## src/rtl/spi_arbiter_pkg.sv

```systemverilog
`default_nettype none
// ============================================================================
// Package : spi_arbiter_pkg
// Shared FSM encoding, default start timeout and round-robin pick helper.
// Rev     : 1.0
// ============================================================================
package spi_arbiter_pkg;

    typedef enum logic [1:0] {
        ST_IDLE  = 2'd0,
        ST_START = 2'd1,
        ST_WAIT  = 2'd2,
        ST_DONE  = 2'd3
    } arb_state_t;

    // Also used by the peripheral register file for its own start watchdog.
    localparam int unsigned START_TIMEOUT_DEFAULT = 255;
    localparam int unsigned TIMEOUT_W_DEFAULT     = 8;

    // Returns the index of the winning requester; a tie goes to the one not served last.
    function automatic logic rr_pick(input logic req_0, input logic req_1, input logic last_grant);
        if (req_0 && req_1) begin
            return ~last_grant;
        end
        return req_1;
    endfunction

endpackage
`default_nettype wire

```

## src/rtl/spi_arbiter_if.sv

```systemverilog
`default_nettype none
// ============================================================================
// Interface : spi_arbiter_if
// Requester handshakes plus the SPI engine start/busy bus around the arbiter.
// Rev       : 1.0
// ============================================================================
interface spi_arbiter_if;

    logic        req_0;
    logic        width_16_0;
    logic [15:0] tx_data_0;
    logic        grant_0;
    logic        done_0;

    logic        req_1;
    logic        width_16_1;
    logic [15:0] tx_data_1;
    logic        grant_1;
    logic        done_1;

    logic [7:0]  rx_data;
    logic        error;

    logic        spi_start;
    logic        spi_width_16;
    logic [15:0] spi_data_tx;
    logic        spi_busy;
    logic [7:0]  spi_data_rx;

    // Arbiter side.
    modport slave (
        input  req_0, width_16_0, tx_data_0,
        input  req_1, width_16_1, tx_data_1,
        input  spi_busy, spi_data_rx,
        output grant_0, done_0, grant_1, done_1,
        output rx_data, error,
        output spi_start, spi_width_16, spi_data_tx
    );

    // Requesters and SPI engine side.
    modport master (
        output req_0, width_16_0, tx_data_0,
        output req_1, width_16_1, tx_data_1,
        output spi_busy, spi_data_rx,
        input  grant_0, done_0, grant_1, done_1,
        input  rx_data, error,
        input  spi_start, spi_width_16, spi_data_tx
    );

endinterface
`default_nettype wire

```

## src/rtl/spi_arbiter_rr_arb2.sv

```systemverilog
`default_nettype none
// ============================================================================
// Module : spi_arbiter_rr_arb2
// Combinational two-way round-robin pick.
// Rev    : 1.0
// ============================================================================
module spi_arbiter_rr_arb2
    import spi_arbiter_pkg::*;
(
    input  wire  req_0_i,
    input  wire  req_1_i,
    input  wire  last_grant_i,
    output logic valid_o,
    output logic pick_o
);

    always_comb begin
        valid_o = req_0_i | req_1_i;
        pick_o  = rr_pick(req_0_i, req_1_i, last_grant_i);
    end

endmodule
`default_nettype wire

```

## src/rtl/spi_arbiter.sv

```systemverilog
`default_nettype none
// ============================================================================
// Module : spi_arbiter
// Shares one SPI engine between two requesters with round-robin arbitration.
// Rev    : 1.0
// ============================================================================
module spi_arbiter
    import spi_arbiter_pkg::*;
#(
    parameter int unsigned START_TIMEOUT = START_TIMEOUT_DEFAULT,
    parameter int unsigned TIMEOUT_W     = TIMEOUT_W_DEFAULT
)(
    input  wire          raw_clk,
    input  wire          reset,
    spi_arbiter_if.slave bus
);

    localparam logic [TIMEOUT_W-1:0] TIMEOUT_LIMIT = TIMEOUT_W'(START_TIMEOUT);

    arb_state_t           state_q;
    logic                 grant_0_q;
    logic                 grant_1_q;
    logic                 done_0_q;
    logic                 done_1_q;
    logic                 error_q;
    logic                 spi_start_q;
    logic                 spi_width_16_q;
    logic [15:0]          spi_data_tx_q;
    logic [7:0]           rx_data_q;
    logic                 last_grant_q;
    logic                 timeout_q;
    logic [TIMEOUT_W-1:0] count_q;

    logic                 win_valid;
    logic                 win_idx;

    spi_arbiter_rr_arb2 u_rr_arb2 (
        .req_0_i      (bus.req_0),
        .req_1_i      (bus.req_1),
        .last_grant_i (last_grant_q),
        .valid_o      (win_valid),
        .pick_o       (win_idx)
    );

    always_ff @(posedge raw_clk) begin
        if (reset) begin
            state_q        <= ST_IDLE;
            grant_0_q      <= 1'b0;
            grant_1_q      <= 1'b0;
            done_0_q       <= 1'b0;
            done_1_q       <= 1'b0;
            error_q        <= 1'b0;
            spi_start_q    <= 1'b0;
            spi_width_16_q <= 1'b0;
            spi_data_tx_q  <= 16'h0000;
            rx_data_q      <= 8'h00;
            last_grant_q   <= 1'b1;
            timeout_q      <= 1'b0;
            count_q        <= '0;
        end else begin
            done_0_q <= 1'b0;
            done_1_q <= 1'b0;
            error_q  <= 1'b0;

            case (state_q)
                ST_IDLE: begin
                    // A busy engine here means we were reset mid-transfer; let it drain.
                    if (!bus.spi_busy && win_valid) begin
                        grant_0_q      <= ~win_idx;
                        grant_1_q      <= win_idx;
                        spi_width_16_q <= win_idx ? bus.width_16_1 : bus.width_16_0;
                        spi_data_tx_q  <= win_idx ? bus.tx_data_1  : bus.tx_data_0;
                        spi_start_q    <= 1'b1;
                        last_grant_q   <= win_idx;
                        count_q        <= '0;
                        state_q        <= ST_START;
                    end
                end

                ST_START: begin
                    if (bus.spi_busy) begin
                        spi_start_q <= 1'b0;
                        state_q     <= ST_WAIT;
                    end else if (count_q == TIMEOUT_LIMIT) begin
                        spi_start_q <= 1'b0;
                        timeout_q   <= 1'b1;
                        state_q     <= ST_DONE;
                    end else begin
                        count_q <= count_q + 1'b1;
                    end
                end

                ST_WAIT: begin
                    if (!bus.spi_busy) begin
                        state_q <= ST_DONE;
                    end
                end

                ST_DONE: begin
                    // A timed-out transfer never ran, so the last good byte is kept.
                    if (!timeout_q) begin
                        rx_data_q <= bus.spi_data_rx;
                    end
                    done_0_q  <= grant_0_q;
                    done_1_q  <= grant_1_q;
                    error_q   <= timeout_q;
                    grant_0_q <= 1'b0;
                    grant_1_q <= 1'b0;
                    timeout_q <= 1'b0;
                    state_q   <= ST_IDLE;
                end

                default: begin
                    state_q <= ST_IDLE;
                end
            endcase
        end
    end

    assign bus.grant_0      = grant_0_q;
    assign bus.grant_1      = grant_1_q;
    assign bus.done_0       = done_0_q;
    assign bus.done_1       = done_1_q;
    assign bus.error        = error_q;
    assign bus.rx_data      = rx_data_q;
    assign bus.spi_start    = spi_start_q;
    assign bus.spi_width_16 = spi_width_16_q;
    assign bus.spi_data_tx  = spi_data_tx_q;

endmodule
`default_nettype wire
```

## src/flat_wrapper.sv

```systemverilog
// flat-port wrapper written by rule: the top's interface ports become plain ports
module spi_arbiter_flat import spi_arbiter_pkg::*;
#(
    parameter int unsigned START_TIMEOUT = START_TIMEOUT_DEFAULT,
    parameter int unsigned TIMEOUT_W     = TIMEOUT_W_DEFAULT
)
  (raw_clk, reset, bus_req_0, bus_width_16_0, bus_tx_data_0, bus_req_1, bus_width_16_1, bus_tx_data_1, bus_spi_busy, bus_spi_data_rx, bus_grant_0, bus_done_0, bus_grant_1, bus_done_1, bus_rx_data, bus_error, bus_spi_start, bus_spi_width_16, bus_spi_data_tx);
  spi_arbiter_if bus_i ();
  input  wire raw_clk;
  input  wire reset;
  input wire logic [$bits(bus_i.req_0)-1:0] bus_req_0;
  input wire logic [$bits(bus_i.width_16_0)-1:0] bus_width_16_0;
  input wire logic [$bits(bus_i.tx_data_0)-1:0] bus_tx_data_0;
  input wire logic [$bits(bus_i.req_1)-1:0] bus_req_1;
  input wire logic [$bits(bus_i.width_16_1)-1:0] bus_width_16_1;
  input wire logic [$bits(bus_i.tx_data_1)-1:0] bus_tx_data_1;
  input wire logic [$bits(bus_i.spi_busy)-1:0] bus_spi_busy;
  input wire logic [$bits(bus_i.spi_data_rx)-1:0] bus_spi_data_rx;
  output wire logic [$bits(bus_i.grant_0)-1:0] bus_grant_0;
  output wire logic [$bits(bus_i.done_0)-1:0] bus_done_0;
  output wire logic [$bits(bus_i.grant_1)-1:0] bus_grant_1;
  output wire logic [$bits(bus_i.done_1)-1:0] bus_done_1;
  output wire logic [$bits(bus_i.rx_data)-1:0] bus_rx_data;
  output wire logic [$bits(bus_i.error)-1:0] bus_error;
  output wire logic [$bits(bus_i.spi_start)-1:0] bus_spi_start;
  output wire logic [$bits(bus_i.spi_width_16)-1:0] bus_spi_width_16;
  output wire logic [$bits(bus_i.spi_data_tx)-1:0] bus_spi_data_tx;
  assign bus_i.req_0 = bus_req_0;
  assign bus_i.width_16_0 = bus_width_16_0;
  assign bus_i.tx_data_0 = bus_tx_data_0;
  assign bus_i.req_1 = bus_req_1;
  assign bus_i.width_16_1 = bus_width_16_1;
  assign bus_i.tx_data_1 = bus_tx_data_1;
  assign bus_i.spi_busy = bus_spi_busy;
  assign bus_i.spi_data_rx = bus_spi_data_rx;
  assign bus_grant_0 = bus_i.grant_0;
  assign bus_done_0 = bus_i.done_0;
  assign bus_grant_1 = bus_i.grant_1;
  assign bus_done_1 = bus_i.done_1;
  assign bus_rx_data = bus_i.rx_data;
  assign bus_error = bus_i.error;
  assign bus_spi_start = bus_i.spi_start;
  assign bus_spi_width_16 = bus_i.spi_width_16;
  assign bus_spi_data_tx = bus_i.spi_data_tx;
  spi_arbiter #(.START_TIMEOUT(START_TIMEOUT), .TIMEOUT_W(TIMEOUT_W)) u_core (.raw_clk(raw_clk), .reset(reset), .bus(bus_i));
endmodule
```

## config.mk

```make
export PLATFORM = sky130hd
export DESIGN_NAME = spi_arbiter_flat
export DESIGN_NICKNAME = d
export VERILOG_FILES = /design/src/rtl/spi_arbiter_pkg.sv /design/src/rtl/spi_arbiter_if.sv /design/src/rtl/spi_arbiter_rr_arb2.sv /design/src/rtl/spi_arbiter.sv /design/src/flat_wrapper.sv
export SDC_FILE = /design/constraint.sdc
export NUM_CORES = 1
export LEC_CHECK = 0
export CAP_MARGIN = 25
export CELL_PAD_IN_SITES_DETAIL_PLACEMENT = 2
export CELL_PAD_IN_SITES_GLOBAL_PLACEMENT = 2
export CORE_ASPECT_RATIO = 2
export CORE_UTILIZATION = 25
export CTS_BUF_LIST = sky130_fd_sc_hd__clkbuf_8 sky130_fd_sc_hd__clkbuf_16
export CTS_CLUSTER_SIZE = 40
export DETAILED_ROUTE_END_ITERATION = 16
export MAX_ROUTING_LAYER = met4
export PLACE_DENSITY = 0.79
export SLEW_MARGIN = 20
export SYNTH_ARGS = -nofsm -noshare
export SYNTH_HDL_FRONTEND = slang
export SYNTH_SLANG_ARGS = --single-unit
```

## constraint.sdc

```tcl
create_clock -name raw_clk -period 2.2 [get_ports raw_clk]
set_clock_uncertainty 0.05 [all_clocks]
set_input_delay 0.55 -clock raw_clk [delete_from_list [all_inputs] [get_ports raw_clk]]
set_output_delay 0.55 -clock raw_clk [all_outputs]
set_load 0.01 [all_outputs]
```

### Clock routing

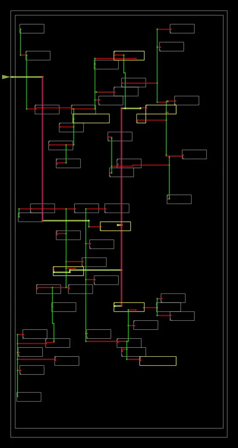
tally of clock buffers in the finished layout: 5
flip-flops: 43
number of CTS-inserted buffers: 5
power dissipated in the clock network: 0.971 mW

### Clock network drawn from the DEF

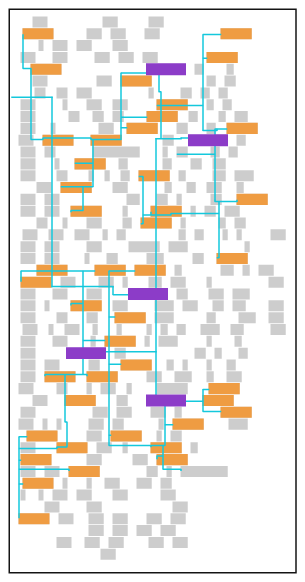
Key: clock wires = cyan [length 650 um]; flip-flops = orange [count 43]; clock drivers = purple [count 5]
Position of the flops: all over the die. There are 6 routed clock nets.

### Placement by cell class

The bar under the picture is 20 um long.
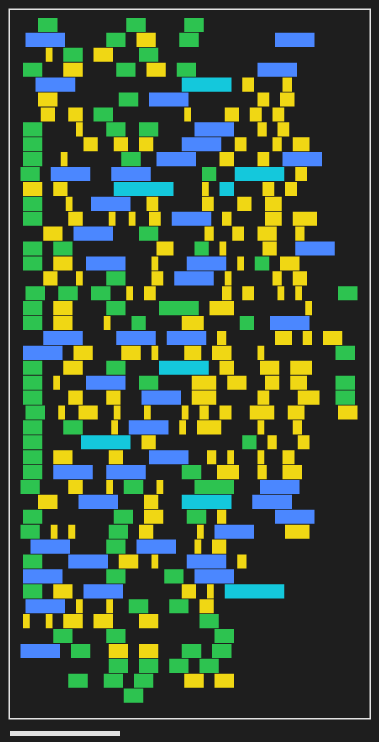
Key: combinational and other logic = yellow [cells 159, share of their area 37%]; flops = blue [cells 43, share of their area 28%]; clock drivers and dummy loads = cyan [cells 8, share of their area 6.4%]; other buffers and delay cells = green [cells 85, share of their area 28%]
standard-cell rows: 46
core box area: 7890 sq um
proportion of cell area occupied by registers: 27.4%

### The metal 1 layer

Supply wires on this layer in grey.
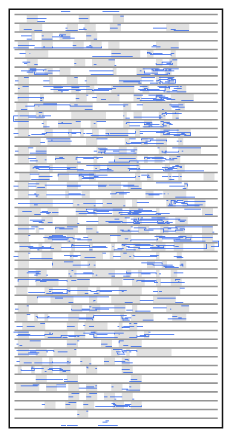
The wires run mostly horizontal. The layer holds 32% of the routed length. The longest straight run is 22.1 um.
via count: 1963
met1 capacity usage during global routing: 15.5%
total wire length: 7.12 mm

==> impl_metrics.tcl <==
# yosys + openroad results
set metrics [dict create \
    outcome "finished clean" \
    drive_above_1_share_pct 8.81 \
    total_power_mw 3.06 \
    maxCapViolCount 0 \
    power_switching_share_pct 31.6 \
    area.share.combinational_pct 34.8 \
    p_seq_mw 1.01 \
    finalSetupTns_ns 0 \
    fmaxAchievable_ghz 0.499 \
    nonclk_inv_count 5 \
    synth.mux.area_fraction_pct 13.4 \
    timing.final.crit_period_ns 2.00 \
    n_antenna_cell 0 \
    area.sequential_sq_um 861 \
    pwr-share-clk_pct 31.8 \
    detail_route.wirelength.met1_mm 2.31 \
    die_area_sq_um 8480 \
    crit_path_cell_count 6 \
    hp-start "u_core.bus.grant_0" \
    average_wire_per_cell_in_the_routed_design_um 18.2 \
    power.largest_group "combinational cells" \
    detailedPlace.worstSlack_ns -0.0339 \
    tapcell.inserted 96 \
    setup.worst_path.start "bus_spi_busy" \
    final_cell_mix "sky130_fd_sc_hd__clkdlybuf4s50_1 (77), sky130_fd_sc_hd__dfxtp_1 (43), sky130_fd_sc_hd__nor2_1 (29)" \
    top_layer "met4" \
    timing.final.crit_share_pct 91.1 \
    slew_headroom_pct 73.6 \
    ys.flops 43 \
    synth-area-yosys_sq_um 2020 \
    non_clock_buffer_count_in_the_final_layout 85 \
    grt_start_max_net_pins 36 \
    layout.cell_area.non_filler_sq_um 3140 \
    synthesis.area_per_instance_sq_um 9.50 \
    path_max_fanout 35 \
    post_synth_edffs 0 \
    io_pins 78 \
    finalCoreUtilization_pct 39.8 \
    critPathKind "in -> reg" \
    ant_nets 0 \
    grt.busiest_layer "met2" \
    whs_path_depth 2 \
    crit_buf_inv 2 \
    postCtsSetupRepairBufs 0 \
    synthesis.nets 265 \
    dr.pass1.iters 4 \
    comb_power_mw 1.08 \
    placed_area_sq_um 2950 \
    synth.cellmix.adderShare_pct 3.09 \
    synthTopCellsByArea "sky130_fd_sc_hd__dfxtp_1 (43%), sky130_fd_sc_hd__mux2i_1 (13%), sky130_fd_sc_hd__a211oi_1 (6.3%)" \
    synth_cell_type_count 48 \
    synth_simple_gate_area_share_pct 16.9 \
    r2r-start "u_core.state_q[0]" \
    synthDominantCellAreaShare_pct 42.5 \
    r2r-end "u_core.count_q[7]" \
    vias_per_cell 5.02 \
    globalplace.congestion 0.846 \
    yosys.stat.seqShare_pct 42.5 \
    drt_iter0_markers 51 \
    ctsRootBufferMaster "sky130_fd_sc_hd__clkbuf_16" \
    critPathCaptureType "flop" \
    drc 0 \
    floorplan.die.width_um 65.6 \
    library_cell_occupying_the_most_area_in_the_post_synthesis_netlist "sky130_fd_sc_hd__dfxtp_1" \
    syn_inst 213 \
    htreeDepth 2 \
    flop_cell "sky130_fd_sc_hd__dfxtp_1" \
    clk_latency_ns 0.29 \
    synthToLayoutAreaGrowth_pct 55.3 \
    first_global_vias 2176 \
    finalSetupViolCount 0 \
    detailroute.wirelength.met2_mm 4.36 \
    tightest_slew_ns 0.396 \
    layout.nets 346 \
    finalMaxSlewViolations 0 \
    grt_setup_unrepaired "no" \
    hold_end "u_core.bus.grant_0" \
    multiInputGateArea_sq_um 1090 \
    tool_warnings 29 \
    worst_ep_required_time_ns 2.34 \
    layout.area.top_class "logic gates" \
    yosys.area_share.aoi_pct 20.5 \
    max-clock-path-buffers 2 \
    cpMaxStageDelayCell "sky130_fd_sc_hd__clkdlybuf4s50_1" \
    detailed_place_hpwl_mm 5.33 \
    nFillCells 847 \
    net_switching_component_of_the_power_mw 0.967 \
    topCombFamilyByArea "AND-OR/OR-AND gates" \
    nonclk_buf_share_pct 27.2 \
    post-place-cells 383 \
    worst_setup_path_endpoint "u_core.bus.spi_data_tx[4]" \
    largest_reg_flops 16 \
    fp_util_pct 25.7 \
    reg2reg_depth 6 \
    crit_chain "clkdlybuf4s50_1, o21bai_2, nor2_4, buf_12, nor2_1, a211oi_1" \
    multiInputCombCellCount 154 \
    comb_power_share_pct 35.4 \
    worst_setup_path_start_kind "input pin" \
    cts-resized-gates 0 \
    cellPowerDensity_nw_per_um2 973 \
    grt.met3_usage_pct 2.99 \
    grt_overflow 0 \
    io_buffer_count 77 \
    synth.top_cells.by_count "sky130_fd_sc_hd__dfxtp_1 (43), sky130_fd_sc_hd__nor2_1 (29), sky130_fd_sc_hd__mux2i_1 (27)" \
    yosysCellCount 213 \
    synthesis.yosys.warnings 0 \
    regToRegSetupSlack_ns 0.23 \
    synth_async_sr_flop_share_pct 0 \
    met2_usage_pct 37.2 \
    power.leakage_nw 1.19 \
    critPathMaxStageDelay_ns 0.54 \
    grtUsageTotal_pct 18.6 \
    synth_dominant_cell_count "sky130_fd_sc_hd__dfxtp_1" \
    dieHeight_um 129 \
    power.share.sequential_pct 32.9 \
    hold_viol_final 0 \
    largest_delay_contributor_family_on_the_critical_path "buffers and inverters" \
    finalNonFillerCells 391 \
    p_int_mw 2.09 \
    clk_pin_slew_ns 0.06 \
    mappedNetlistArea_sq_um 2020 \
    detailroute.wirelength.met3_um 234 \
    clock_sink_count 43 \
    worst-endpoint-arrival_ns 2.14 \
    fin_hold_ws_ns 0.439 \
    hp-class "reg -> reg" \
    clock_tree_area_fraction_pct 6.13 \
    layout_top_cell "sky130_fd_sc_hd__clkdlybuf4s50_1" \
    tritoncts_clock_tree "built" \
    vdd_ir_drop_max_v 0.000432 \
    grt_first_pass_wirelength_mm 11.2 \
    setup_ws_ns 0.196 \
    hold_buffers 0 \
    antenna_found_initial 0 \
]
Power figures rest on the tool's default switching activity, not on a simulated workload.
